**src/rtl/alu_16b_arbiter.sv**
```systemverilog
// Round-robin two-client arbiter/sequencer for a shared registered 16-bit ALU.
// Optional divide-by-zero rejection is enabled by defining ALU_ARB_DIV0_CHECK_EN.
module alu_16b_arbiter #(
  parameter int DATA_W  = 16,
  parameter int FUN_W   = 4,
  parameter int ALU_LAT = 1
) (
  input  logic              CLK,
  input  logic              RST,
  input  logic              REQ0_VALID,
  input  logic              REQ1_VALID,
  output logic              REQ0_READY,
  output logic              REQ1_READY,
  input  logic [DATA_W-1:0] REQ0_A,
  input  logic [DATA_W-1:0] REQ0_B,
  input  logic [DATA_W-1:0] REQ1_A,
  input  logic [DATA_W-1:0] REQ1_B,
  input  logic [FUN_W-1:0]  REQ0_FUN,
  input  logic [FUN_W-1:0]  REQ1_FUN,
  output logic              RSP0_VALID,
  output logic              RSP1_VALID,
  input  logic              RSP0_READY,
  input  logic              RSP1_READY,
  output logic [DATA_W-1:0] RSP_OUT,
  output logic [4:0]        RSP_FLAGS,
  output logic              RSP_ERR,
  output logic              BUSY,
  output logic [DATA_W-1:0] ALU_A,
  output logic [DATA_W-1:0] ALU_B,
  output logic [FUN_W-1:0]  ALU_FUN,
  input  logic [DATA_W-1:0] ALU_OUT,
  input  logic              Carry_Flag,
  input  logic              Arith_Flag,
  input  logic              Logic_Flag,
  input  logic              CMP_Flag,
  input  logic              Shift_Flag
);

  localparam int CNT_W = (ALU_LAT < 2) ? 1 : $clog2(ALU_LAT + 1);

  typedef enum logic [1:0] {IDLE, EXEC, RESP} state_t;

  state_t             state, state_nx;
  logic               last_grant;
  logic               owner;
  logic               grant;
  logic               accept;
  logic               rsp_hs;
  logic               div0;
  logic [CNT_W-1:0]   cnt;
  logic [DATA_W-1:0]  op_a, op_b;
  logic [FUN_W-1:0]   op_fun;
  logic [DATA_W-1:0]  sel_a, sel_b;
  logic [FUN_W-1:0]   sel_fun;
  logic [DATA_W-1:0]  rsp_out_q;
  logic [4:0]         rsp_flags_q;

  // Grant is 1 only when client 1 alone is valid, or both are valid and client 0 went last.
  always_comb begin
    grant = 1'b0;
    if (REQ0_VALID && REQ1_VALID) grant = ~last_grant;
    else if (REQ1_VALID)          grant = 1'b1;
    accept  = (state == IDLE) && (REQ0_VALID || REQ1_VALID) && !RST;
    sel_a   = grant ? REQ1_A   : REQ0_A;
    sel_b   = grant ? REQ1_B   : REQ0_B;
    sel_fun = grant ? REQ1_FUN : REQ0_FUN;
  end

`ifdef ALU_ARB_DIV0_CHECK_EN
  assign div0 = (sel_fun == FUN_W'(3)) && (sel_b == '0);
`else
  assign div0 = 1'b0;
`endif

  assign REQ0_READY = accept && !grant;
  assign REQ1_READY = accept && grant;
  assign RSP0_VALID = (state == RESP) && !owner;
  assign RSP1_VALID = (state == RESP) && owner;
  assign rsp_hs     = owner ? RSP1_READY : RSP0_READY;
  assign BUSY       = (state != IDLE);
  assign ALU_A      = op_a;
  assign ALU_B      = op_b;
  assign ALU_FUN    = op_fun;
  assign RSP_OUT    = rsp_out_q;
  assign RSP_FLAGS  = rsp_flags_q;

  always_comb begin
    state_nx = state;
    case (state)
      IDLE: if (accept) state_nx = div0 ? RESP : EXEC;
      EXEC: if (cnt == '0) state_nx = RESP;
      RESP: if (rsp_hs) state_nx = IDLE;
      default: state_nx = IDLE;
    endcase
  end

  always_ff @(posedge CLK) begin
    if (RST) state <= IDLE;
    else     state <= state_nx;
  end

  // Operand registers change only on an issued acceptance, so the ALU inputs stay quiet otherwise.
  always_ff @(posedge CLK) begin
    if (RST) begin
      last_grant  <= 1'b1;
      owner       <= 1'b0;
      cnt         <= '0;
      op_a        <= '0;
      op_b        <= '0;
      op_fun      <= '0;
      rsp_out_q   <= '0;
      rsp_flags_q <= '0;
    end else begin
      if (accept) begin
        owner      <= grant;
        last_grant <= grant;
        cnt        <= CNT_W'(ALU_LAT);
        if (div0) begin
          rsp_out_q   <= '0;
          rsp_flags_q <= '0;
        end else begin
          op_a   <= sel_a;
          op_b   <= sel_b;
          op_fun <= sel_fun;
        end
      end
      if (state == EXEC) begin
        if (cnt != '0) begin
          cnt <= cnt - CNT_W'(1);
        end else begin
          rsp_out_q   <= ALU_OUT;
          rsp_flags_q <= {Carry_Flag, Arith_Flag, Logic_Flag, CMP_Flag, Shift_Flag};
        end
      end
    end
  end

`ifdef ALU_ARB_DIV0_CHECK_EN
  logic rsp_err_q;

  always_ff @(posedge CLK) begin
    if (RST) begin
      rsp_err_q <= 1'b0;
    end else begin
      if (accept)                          rsp_err_q <= div0;
      else if (state == EXEC && cnt == '0) rsp_err_q <= 1'b0;
    end
  end

  assign RSP_ERR = rsp_err_q;
`else
  assign RSP_ERR = 1'b0;
`endif

endmodule

```
**config.mk**
```make
export PLATFORM = sky130hd
export DESIGN_NAME = alu_16b_arbiter
export DESIGN_NICKNAME = d
export VERILOG_FILES = /design/src/rtl/alu_16b_arbiter.sv
export SDC_FILE = /design/constraint.sdc
export NUM_CORES = 1
export LEC_CHECK = 0
export CAP_MARGIN = 10
export CORE_ASPECT_RATIO = 0.5
export CORE_MARGIN = 2
export CORE_UTILIZATION = 36
export DETAILED_ROUTE_END_ITERATION = 10
export PLACE_DENSITY = 0.81
export SYNTH_ARGS = -nofsm -noshare
export SYNTH_HDL_FRONTEND = slang
export SYNTH_SLANG_ARGS = --single-unit
```
**constraint.sdc**
```tcl
create_clock -name CLK -period 1.5 [get_ports CLK]
set_input_delay 0.225 -clock CLK [delete_from_list [all_inputs] [get_ports CLK]]
set_output_delay 0.225 -clock CLK [all_outputs]
set_load 0.005 [all_outputs]
```
==> run_1/drive_strength.png <==
(3 px per um)
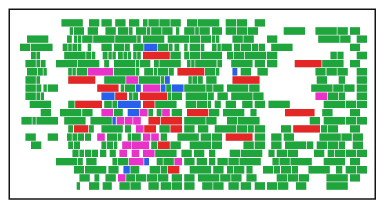
- green: drive 1 or less (cells 377; share 87%; most used clkdlybuf4s50_1)
- blue: drive 2 (cells 12; share 2.8%)
- magenta: drive 3 to 4 (cells 22; share 5.1%; most used buf_4)
- red: drive 6 and up (cells 21; share 4.9%; most used clkbuf_16)

==> run_1/wire_density.png <==
(4 px per um) The die is cut into 24 by 13 equal tiles; dark purple is low, yellow is high, scaled to the fullest tile. Values are wire area over tile area, all layers added.
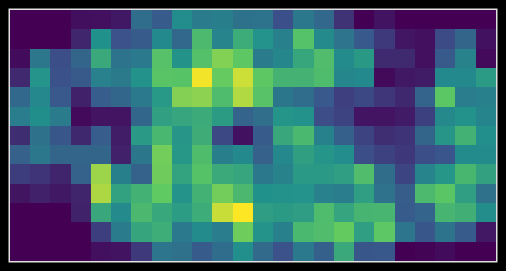
- emptiest ninth of the die: upper right
- nearly empty tiles: 8.7%
- mean over tiles: 0.18
- tiles over half the peak: 34%

==> CHANGELOG.md, run 1 <==
### Implementation results

- Worst ir drop on vdd: 534.0 uV
- Width of the die: 121.5 um
- Status: complete, but fails checks
- DP HPWL: 6.048 mm
- WHS Endpoint: RSP_OUT[10]
- Area growth, synth to finish: 83.54%
- Depth of the CTS H-tree: 3
- Layout Cells excl Fill: 524
- Layout non-clock buf frac: 40.22%
- WL/cell: 16.74 um
- Post-cts resize count: 32
- Port bufs: 160
- Critical path destination: REQ0_READY
- Cell Rows: 21
- Comb pwr share: 25.6%
- R2R Path Start: state[0]
- Yosys stat cell total: 260
- Starting DRT DRC Count: 201
- Clk_skew: 4.219 ps
- Clock network fraction of total power: 35.6%
- Cells after Synth: 260
- M1 WL: 3.437 mm
- Largest net degree at the start of global routing: 37
- Final hold violation count: 0
- Core area: 0.006674 mm2
- Switching power total: 1236 uW
- # Post-CTS Setup Buffers: 5
- Period utilisation layout: 100.6%
- Met2 wire len: 4.747 mm
- Tool warning count: 28
- Maximum root-to-sink buffer count: 2
- Count of final setup violators: 1
- Global route overflow: 0
- Hold_buf cts: 0
- Routed vias: 2700
- Setup ws final: -8.684 ps
- Non-clock inverter count: 3
- Highest routed layer: met4
- Via/cell ratio: 5.153
- Fill cell count: 489
- RSZ-0062 raised after global routing: true
- Failing checks: negative setup slack
- Leak: 0.001839 uW
- Clock-cell share: 5.621%
==> run_1/registers.png <==
(4 px per um)
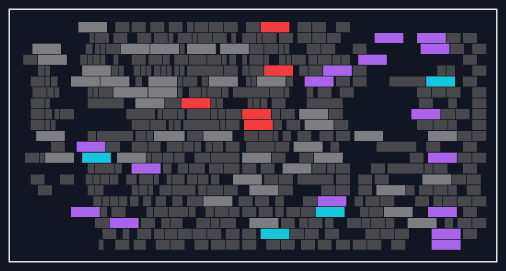
- red: `RSP_FLAGS` (sequential cells 5)
- purple: `ALU_B` (sequential cells 16; where all over the die)
- cyan: `ALU_FUN` (sequential cells 4)
- not coloured: 37

## run 1: state kept, by name, summed over array words and instances, names as in the netlist
| name | flops |
|---|---|
| owner | 1 |
| cnt | 1 |
| ALU_A | 16 |
| ALU_FUN | 4 |
| RSP_FLAGS | 5 |
| last_grant | 1 |
| state | 2 |
| RSP_OUT | 16 |
| ALU_B | 16 |
## run 1: Yosys cell counts, types with 2 or more instances
library cell / number
dfxtp_1: 62
nand2_1: 43
and3_1: 32
a221o_1: 31
a21oi_1: 24
buf_2: 7
buf_6: 7
clkbuf_1: 7
a31oi_1: 5
nand3_1: 5
nand4_1: 5
o21ai_0: 5
buf_4: 3
inv_1: 3
nor2_1: 3
nor3_1: 2
nor3b_1: 2
## run 1: cell families after synthesis
kind of cell,synth area share (%)
simple gates,20.58
mux,0.4529
other cells,0.1508
compound gates,21.69
buf+inv,7.197
flops,49.92
## run 1: critical path: cells and delay by family, from the launching register on
| kind | cells | cell delay (ps) |
|---|---|---|
| and+or+nand+nor | 2 | 320 |
| DFF | 1 | 320 |
| buffers and inverters | 3 | 320 |
## run 1: metrics by stage
stage	power, uW	TNS (ps)	cell area (um2)	util (%)
3_5_place_dp	3156	-13450	4208	63.05
6_report	5006	-8.684	4563	68.37
5_1_grt	5245	-58.34	4563	68.37
2_1_floorplan	2415	0	2486	-
4_1_cts	5046	-352.4	4583	68.67
3_3_place_gp	3115	-10690	4208	63.05
## run 1: metal layers
layer,GRT usage (%),vias to the layer above
met5,0,-
li1,-,1301
met3,5.566,19
met1,25.45,1301
met4,8.764,0
met2,44.17,79
## run 1: power by group through the flow
stage                     clock (uW)  sequential, uW  combinational (uW)
after floorplan                    0            1970                 448
after global placement             0            1960                1150
after detailed placement           0            1970                1190
after CTS                       1820            1940                1290
after global routing            1910            1960                1370
final                           1780            1940                1280
==> run_1/final_placement.png <==
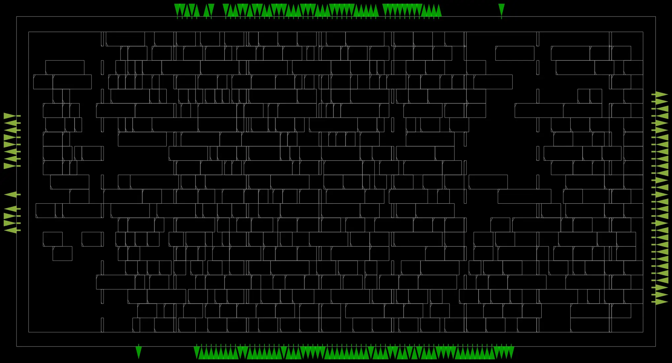

==> run 1 -> run 2 <==
- GPL_TIMING_DRIVEN: not set -> 0
==> run_2/final_placement.png <==
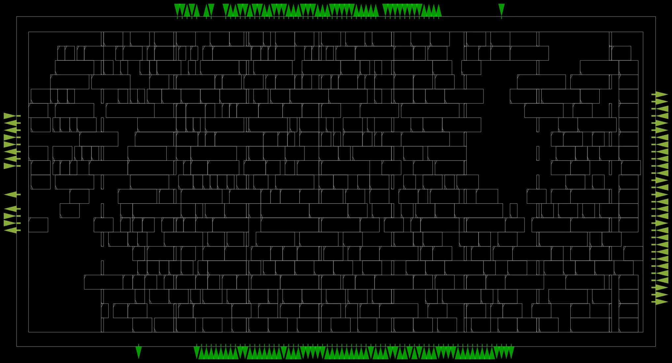
Cell Rows: 21
fill cell count: 496

==> CHANGELOG.md, run 2 <==
### Implementation results

- R2R Path Start: state[0]
- Synth unique cells: 31
- Cells after Synth: 260 (unchanged)
- Flop share of the area: 26.62%
- Routed vias: 2724 (+0.89%)
- Failing checks: negative setup slack
- Depth of the CTS H-tree: 3 (unchanged)
- Flops: 62
- Met2 Usage GRT: 38.76% (-5.4 points)
- WL/cell: 16.29 um (-2.7%)
- Worst ir drop on vdd: 680.5 uV (+27%)
- RSZ-0062 raised after global routing: true
- Yosys stat cell total: 260 (unchanged)
- Port bufs: 158 (-1.3%)
- # Taps: 92
- Maximum root-to-sink buffer count: 2 (unchanged)
- Non-clock inverter count: 3 (unchanged)
- Final hold violation count: 0 (unchanged)
- Final Core Density: 70.36% (+2.0 points)
- Drt pass-1 iters: 4
- Layout Cells excl Fill: 539 (+2.9%)
- Floorplan Nets: 359
- Core area: 0.006674 mm2 (unchanged)
- Slowest-stage cell, CP: dfxtp_4
- Status: complete, but fails checks
- Starting DRT DRC Count: 147 (-27%)
- Most used routing layer: met2
- Largest net degree at the start of global routing: 11 (-70%)
- Via/cell ratio: 5.054 (-1.9%)
- Post-synth seq share: 49.92%
- Count of final setup violators: 2 (+1)
- Cell area after layout: 0.004696 mm2 (+2.9%)
- Placed inst area: 0.004183 mm2 (-0.59%)
- Critical path, cell by cell: nor3_4 -> buf_4 -> and3_4 -> buf_6 -> buf_6
- Hold_buf cts: 0 (unchanged)
- M1 GR Usage: 25.76% (+0.31 points)
- Global route overflow: 0 (unchanged)
- Leak: 0.001927 uW (+4.8%)
- Seq. cell area: 0.001250 mm2
- Mi-comb count: 170
- Setup ws final: -96.14 ps (-87.46 ps)
- Period utilisation layout: 106.4% (+5.8 points)
- DP HPWL: 5.756 mm (-4.8%)
- Nonclk buf count: 197
- Layout non-clock buf frac: 40.21% (about the same)
- WHS Endpoint: state[0]
- Width of the die: 121.5 um (unchanged)
- Tool warning count: 28 (unchanged)
- Clock-cell share: 6.874% (+1.3 points)
- Clk_skew: 4.411 ps (+0.1917 ps)
- Area growth, synth to finish: 88.88%
- Commonest cells in the synthesized netlist: 62 x dfxtp_1, 43 x nand2_1, 32 x and3_1
- Clock Pin Slew Worst Setup and Hold Paths: 50 ps
- Synth top cell by count: dfxtp_1
- Max-area cell class: buffers
- Met3 global-route usage: 7.299% (+1.7 points)
## run 2: logic make-up after synthesis
kind of cell           count (synthesis)  share of synthesized area (%)
AND/OR/NAND/NOR                       98                          20.58
AND-OR/OR-AND                         70                          21.69
flip-flops                            62                          49.92
buffers and inverters                 28                          7.197
multiplexers                           1                         0.4529
other                                  1                         0.1508
## run 2: metrics by stage
step,power (uW),TNS (ps)
after floorplan,2415,0
after global placement,3107,-15650
after detailed placement,3121,-15740
after CTS,5421,-200.7
after global routing,5721,-420.1
final,5472,-136.8
## run 2: worst max-delay path by stage
stage,end,slack (ps)
final,REQ0_READY,-100
after global routing,REQ0_READY,-170
after CTS,REQ1_READY,-110
after detailed placement,REQ1_READY,-930
after global placement,REQ1_READY,-940
after floorplan,ALU_A[10],150
## run 2: critical path: cells and delay by family (launching register included)
kind	cells	cell delay, ps
flip-flops	1	360
AND/OR/NAND/NOR	2	380
buffers and inverters	3	310
## run 2: layer usage
layer	vias up	wire length, um	share of wire, %
met5	-	0	0
met4	0	214	2.4
met3	18	571	6.5
met2	101	4400	50
met1	1283	3592	41
li1	1322	-	-
## run 2: power breakdown
part           switching (uW)  internal [uW]  leakage [uW]
registers                 113           1830      0.000510
logic                     485            825       0.00126
clock network             690           1530      0.000161
## run 2: what timing repair did
action	4_1_cts	5_1_grt
endpoints found under the hold margin	0	0
pin swaps	2	14
resized	32	21
setup endpoints to repair	33	50
buffers inserted	10	6
==> run_2/wire_density.png <==
(4 px per um) The die is cut into 24 by 13 equal tiles; dark purple is low, yellow is high, scaled to the fullest tile. Values are wire area over tile area, all layers added.
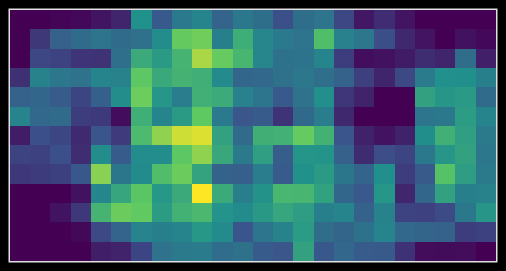

==> run 2 -> run 3 <==
- CORE_ASPECT_RATIO: 0.5 -> 0.7
==> run_3/wire_density.png <==
(4 px per um) The die is cut into 21 by 15 equal tiles; dark purple is low, yellow is high, scaled to the fullest tile. Values are wire area over tile area, all layers added.
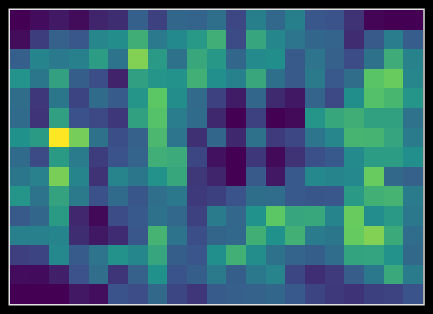
- fullest tile: 0.51
- tiles over half the peak: 24%
- mean over tiles: 0.18
- emptiest ninth of the die: lower left
- nearly empty tiles: 3.5%

==> CHANGELOG.md, run 3 <==
### Implementation results

- Placed inst area: 0.004185 mm2 (about the same)
- DP HPWL: 6.076 mm (+5.5%)
- Reg2reg end: ALU_FUN[3]
- FMAX: 621.7 MHz
- Setup TNS: -109.3 ps (+27.47 ps)
- Yosys stat cell total: 260 (unchanged)
- Routed vias: 2712 (-0.44%)
- Synth top cell by count: dfxtp_1
- R2R Path Start: state[1]
- Cells after Synth: 260 (unchanged)
- Avg Cell Area, Syn: 9.562 um2
- Width of the die: 103.3 um (-15%)
- Number of enable flip-flop cells: 0
- Gate Area: 0.001106 mm2
- Slowest-stage cell, CP: dfxtp_4
- Final Core Density: 68.54% (-1.8 points)
- Largest delay share family, worst path: simple AND/OR/NAND/NOR gates
- Final hold violation count: 0 (unchanged)
- Fill cell count: 537 (+8.3%)
- Depth of the CTS H-tree: 3 (unchanged)
- Worst EP required: 1270 ps
- Failing checks: negative setup slack
- Registers, synthesis: 62
- Hold_buf cts: 0 (unchanged)
- Dominant logic cell type in the layout: clkdlybuf4s50_1
- Syn Std Cell Area: 0.002486 mm2
- Core area: 0.006725 mm2 (+0.77%)
- Crit end category: output port
- Cell area after layout: 0.004609 mm2 (-1.8%)
- Late-Pin Clk Latency: 340 ps
- Crit path depth: 5 (unchanged)
- Crit-path max cell delay: 360 ps
- Max-area cell share: 49.92%
- Ys async rst share: 0%
- Area growth, synth to finish: 85.41%
- Die Ht: 73.53 um
- Share of cells above drive strength 1: 16.11%
- M1 WL: 3.666 mm (+2.1%)
- Antenna cell count: 0
- CTS Sinks: 62
- Synth unique cells: 31 (unchanged)
- Port bufs: 158 (unchanged)
- I/O Pins: 162
- RSZ-0062 raised after global routing: true
- Seq. cell area: 0.001250 mm2 (unchanged)
- Starting DRT DRC Count: 84 (-43%)
- Clk_skew: 8.263 ps (+3.852 ps)
- Setup ws final: -108.6 ps (-12.42 ps)
- Top cells, area: dfxtp_1 50%, a221o_1 12%, and3_1 8.1%
- Period utilisation layout: 107.2% (+0.83 points)
- R2R cell count: 6
- Critical path, cell by cell: nor3_4 -> buf_6 -> and3_4 -> buf_8 -> buf_6
- CP most frequent cell: buf_6
- Maximum root-to-sink buffer count: 2 (unchanged)
- Total GRT Usage: 21.95%
- Tool warning count: 28 (unchanged)
- Highest routed layer: met4
- Maxcap violations: 0
- Drt pass-1 iters: 4 (unchanged)
- Critical path destination: REQ0_READY
- Floorplan Nets: 359 (unchanged)
- Via/cell ratio: 5.013 (-0.81%)
- WHS Path Cells: 2
- Worst ir drop on vdd: 473.3 uV (-30%)
- Commonest cells in the synthesized netlist: 62 x dfxtp_1, 43 x nand2_1, 32 x and3_1
- Min cycle time layout: 1609 ps
- Worst setup path category: reg -> out
- Cell Rows: 25 (+19%)
- WHS: 212.4 ps
- Met3 routed WL: 814 um (+43%)
- Status: complete, but fails checks
- WL/cell: 15.70 um (-3.6%)
- Crit path buf inv count: 3 (unchanged)
- Hold crit path type: in -> reg
- Largest net degree at the start of global routing: 11 (unchanged)
- # DRC: 0
- Count of final setup violators: 2 (unchanged)
- Clock Pin Slew Worst Setup and Hold Paths: 60 ps (about the same)
- Met2 wire len: 3.897 mm (-11%)
- CP Max Fanout: 3
- CTS Root Cell: clkbuf_8
- Leak: 0.001884 uW (-2.2%)
- Dpl ws: -990.0 ps
- Post-synth seq share: 49.92% (unchanged)
- Layout Cells excl Fill: 541 (+0.37%)
- Flop2flop setup slack: 0 ps
- Power Total: 4952 uW (-9.5%)
- Global route overflow: 0 (unchanged)
[run 3: cell counts after synthesis]
Identical to the previous run, type by type.
[run 3: layout make-up]
type | count | area share [%]
Timing Repair Buffer | 174 | 37.05
Sequential cell | 62 | 27.12
Multi-Input combinational cell | 170 | 24.00
Buffer | 22 | 3.882
Clock buffer | 13 | 3.664
Tap cell | 94 | 2.552
Clock inverter | 3 | 1.412
Inverter | 3 | 0.3257
[run 3: metal layers]
metal	global-route usage [%]	vias to the layer above
met5	0	-
li1	-	1322
met2	36.29	121
met1	26.86	1255
met3	7.612	14
met4	7.310	0
[run 3: what timing repair did]
| item | 4_1_cts | 5_1_grt |
|---|---|---|
| resized | 44 | 26 |
| buffers inserted | 11 | 2 |
| pin swaps | 2 | 4 |
| gates cloned | 2 | 3 |
| setup endpoints to repair | 35 | 57 |
[run 3: power by group]
part / internal (uW) / total, uW / switching, uW
logic: 816 / 1290 / 478
registers: 1830 / 1940 / 110
clock network: 1070 / 1720 / 648
[run 3: worst min-delay path by stage]
| stage | start | endpoint |
|---|---|---|
| finish | RST | state[0] |
| detailed placement | RSP_OUT[6] | RSP_OUT[6] |
| global placement | RSP_OUT[15] | RSP_OUT[15] |
| floorplan | Shift_Flag | RSP_FLAGS[0] |
| CTS | RST | state[0] |
| global route | RST | state[0] |
[run 3: worst reg2reg max path, cell delays in order (launching register included)]
cell and delay [ps]:
dfxtp_4 370, nor3_4 40, buf_6 110, and3_4 180, buf_4 170, buf_4 160
a221o_1 340
[run 3: cells by family (layout without fill, tap and decap cells)]
family	count (synthesis)	in the layout	share of synthesized area, %
AOI/OAI and AO/OA	70	70	21.69
buffers and inverters	28	215	7.197
DFF	62	62	49.92
muxes	1	1	0.4529
other	1	1	0.1508
and+or+nand+nor	98	98	20.58

==> notes/layouts.md <==
Pictures saved along the way, in no particular order.

Supply network.
(4 px per um) Pins as bars on the die edge.
shot_01.png
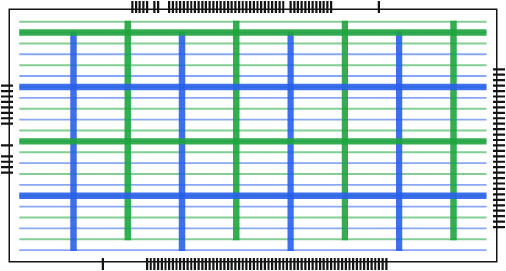
shot_02.png
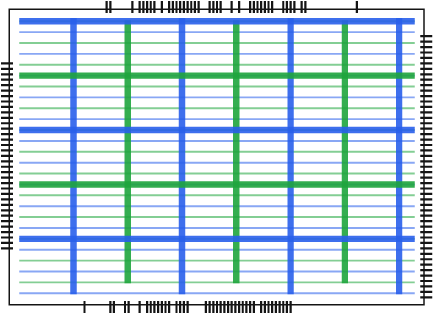
run 1 -> shot_01.png
run 3 -> shot_02.png

Key to shot_01.png:
- blue: VSS
- green: VDD
- met4 straps: 8
- signal pins: 162
- met5 straps: 4

Power figures rest on the tool's default switching activity, not on a simulated workload.
